===== config.mk =====
export PLATFORM = sky130hd
export DESIGN_NAME = row_pixel_streamer
export DESIGN_NICKNAME = d
export VERILOG_FILES = /design/src/rtl/row_pixel_streamer.sv
export SDC_FILE = /design/constraint.sdc
export NUM_CORES = 2
export LEC_CHECK = 0
export ABC_AREA = 1
export CORE_AREA = 2 2 404 406
export CTS_CLUSTER_DIAMETER = 120
export DETAILED_ROUTE_END_ITERATION = 10
export DIE_AREA = 0 0 406 408
export PLACE_DENSITY_LB_ADDON = 0.15
export RECOVER_POWER = 100
export SYNTH_ARGS = -nofsm -noshare
export SYNTH_HDL_FRONTEND = slang
export SYNTH_SLANG_ARGS = --single-unit

===== constraint.sdc =====
create_clock -name clk -period 63.8 [get_ports clk]
set_input_delay 15.95 -clock clk [delete_from_list [all_inputs] [get_ports clk]]
set_output_delay 15.95 -clock clk [all_outputs]
set_load 0.1 [all_outputs]

===== src/rtl/row_pixel_streamer.sv =====
// row_pixel_streamer: reads result BRAM row by row and serialises each row's pixels
// onto a valid/ready stream, MSB pixel first, with row and frame markers.
module row_pixel_streamer #(
  parameter int ROWS   = 128,
  parameter int COLS   = 128,
  parameter int PIX_W  = 8,
  parameter int ADDR_W = 7,
  parameter int RD_LAT = 1
) (
  input  logic                  clk,
  input  logic                  reset,
  input  logic                  start,
  output logic                  bram_en,
  output logic [ADDR_W-1:0]     bram_addr,
  input  logic [COLS*PIX_W-1:0] bram_dout,
  output logic [PIX_W-1:0]      m_data,
  output logic                  m_valid,
  input  logic                  m_ready,
  output logic                  m_last_col,
  output logic                  m_last_frame,
  output logic                  busy,
  output logic                  frame_done
);
  localparam int COL_W = COLS > 1 ? $clog2(COLS) : 1;
  typedef enum logic [2:0] {IDLE, FETCH, WAIT, STREAM, DONE} state_t;
  state_t                state_q, state_d;
  logic [ADDR_W-1:0]     row_q, row_d;
  logic [COL_W-1:0]      col_q, col_d;
  logic [1:0]            lat_q, lat_d;
  logic [COLS*PIX_W-1:0] sh_q, sh_d;
  logic                  last_col, last_row;
  assign last_col = col_q == COL_W'(COLS - 1);
  assign last_row = row_q == ADDR_W'(ROWS - 1);
  always_comb begin
    state_d = state_q;
    row_d   = row_q;
    col_d   = col_q;
    lat_d   = lat_q;
    sh_d    = sh_q;
    case (state_q)
      IDLE: if (start) begin
        state_d = FETCH;
        row_d   = '0;
      end
      FETCH: begin
        state_d = WAIT;
        lat_d   = '0;
      end
      WAIT: if (lat_q == 2'(RD_LAT - 1)) begin
        state_d = STREAM;
        sh_d    = bram_dout;
        col_d   = '0;
      end else lat_d = lat_q + 2'd1;
      STREAM: if (m_ready) begin
        sh_d  = sh_q << PIX_W;
        col_d = last_col ? col_q : col_q + COL_W'(1);
        if (last_col) begin
          state_d = last_row ? DONE : FETCH;
          row_d   = last_row ? row_q : row_q + ADDR_W'(1);
        end
      end
      DONE: state_d = IDLE;
      default: state_d = IDLE;
    endcase
  end
  always_ff @(posedge clk or posedge reset) begin
    if (reset) begin
      state_q <= IDLE;
      row_q   <= '0;
      col_q   <= '0;
      lat_q   <= '0;
      sh_q    <= '0;
    end else begin
      state_q <= state_d;
      row_q   <= row_d;
      col_q   <= col_d;
      lat_q   <= lat_d;
      sh_q    <= sh_d;
    end
  end
  // Outputs decode registered state only, so reset clears them without waiting for an edge.
  assign bram_en      = state_q == FETCH;
  assign bram_addr    = bram_en ? row_q : '0;
  assign m_valid      = state_q == STREAM;
  assign m_data       = sh_q[COLS*PIX_W-1 -: PIX_W];
  assign m_last_col   = m_valid && last_col;
  assign m_last_frame = m_last_col && last_row;
  assign busy         = state_q != IDLE;
  assign frame_done   = state_q == DONE;
endmodule

### Routing congestion map

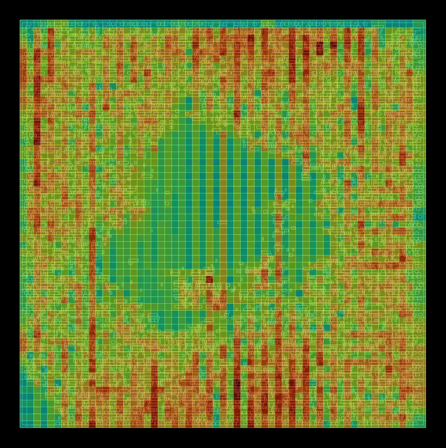
met2 Track Usage GR: 34.15%
gr busiest metal: met2
GRT Total Usage: 21.05%
met3 Use GR: 6.686%

### Placement by cell class

Scale: 1 px per µm. Fill, decap, tap and diode cells in grey.
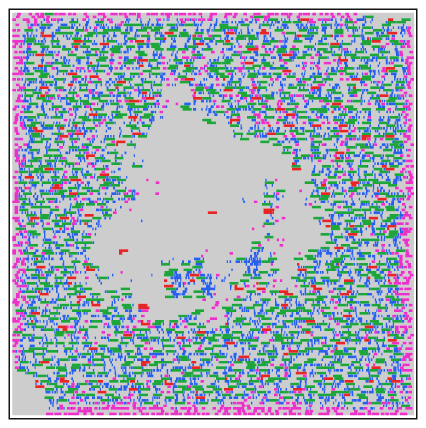
- green: flip-flops (cells 1043; share of their area 41%)
- magenta: other buffers and delay cells (cells 1092; share of their area 17%)
- blue: all other logic (cells 5261; share of their area 35%)
- red: clock drivers and dummy loads (cells 226; share of their area 6.5%)

### Power grid

Scale: 1 px per µm. Pins as bars on the die edge.
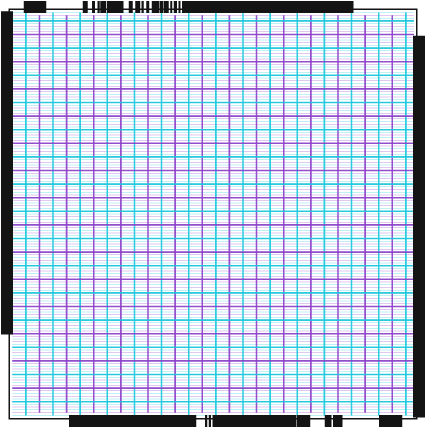
- purple: VDD
- cyan: VSS
- rows: 148
- met1 rails: 149
- signal pins: 1049

### Sequential cells grouped by signal name

Scale: 1 px per µm.
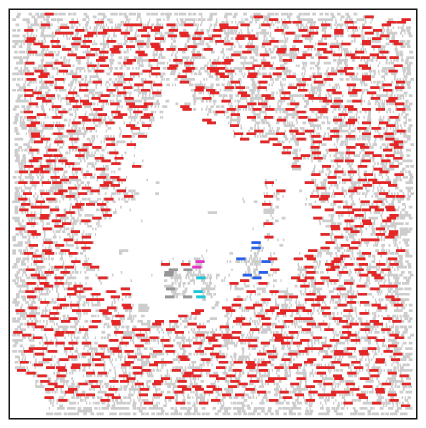
- cyan: `state_q` (placed flops 3)
- blue: `row_q` (placed flops 7)
- red: `sh_q` (placed flops 1024; where all over the die)
- magenta: `lat_q` (placed flops 2)
- not coloured: 7

### Clock distribution

Scale: 1.5 px per µm.
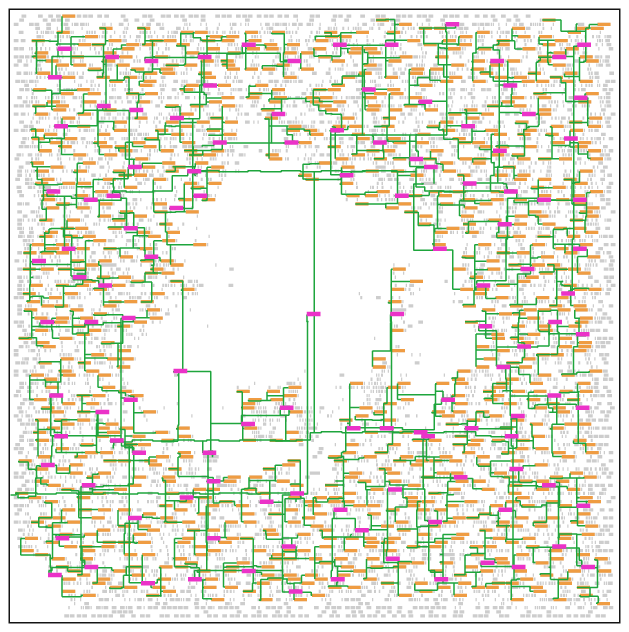
- green: clock wires (length 15600 µm)
- magenta: cells driving clock nets (count 120)
- orange: flip-flops (count 1043)
- routed clock nets: 121

==> reports/metrics.yaml <==
worstPathArrival_ns: 35.54
worst_slack_ns: 28.48
cts_setup_buffers: 0
top_layer: "met5"
violations: "capacitance limit, slew limit"
hold_viol_final: 0
initial_core_util_pct: 31.36
status: "complete, but fails checks"
async_flop_share_pct: 100.0
top_level_ports: 1049
r2r_slack_ns: 43.18
die_x_um: 406
hold_path_depth: 2
drv_cap: 33
fin_setup_tns_ns: 0
stdcell_area_mm2: 0.06612
numCtsBuffers: 120
viasPerCell: 4.591
synth.area.mux_share_pct: 0
drv_slew: 3141
grt_pass1_vias: 43100
yosysMostFrequentCell: "nand2_1"
clockBufferDepth: 3
power.leakage_uw: 0.02745
finalNonFillerCells: 9829
## final cells by class
class / instances / area, µm² / area share, %
Sequential cell: 1043 / 26100 / 39.47
Multi-Input combinational cell: 4221 / 18530 / 28.02
Timing Repair Buffer: 1092 / 10690 / 16.16
Inverter: 1040 / 3905 / 5.906
Clock buffer: 185 / 3649 / 5.518
Tap cell: 2175 / 2721 / 4.116
Clock inverter: 41 / 454.2 / 0.6869
Antenna cell: 32 / 80.08 / 0.1211
## where the power goes
part,switching [µW],total [µW],leakage [µW],internal (µW)
clock,295,709,0.00203,414
combinational,156,281,0.0115,124
sequential,23.8,777,0.0139,754
total,475,1770,0.0274,1290
## registers in the layout (all words and copies together) (netlist names)
name,cells
col_q,7
lat_q,2
row_q,7
sh_q,1024
state_q,3
Power is estimated from default activity; no workload was simulated.
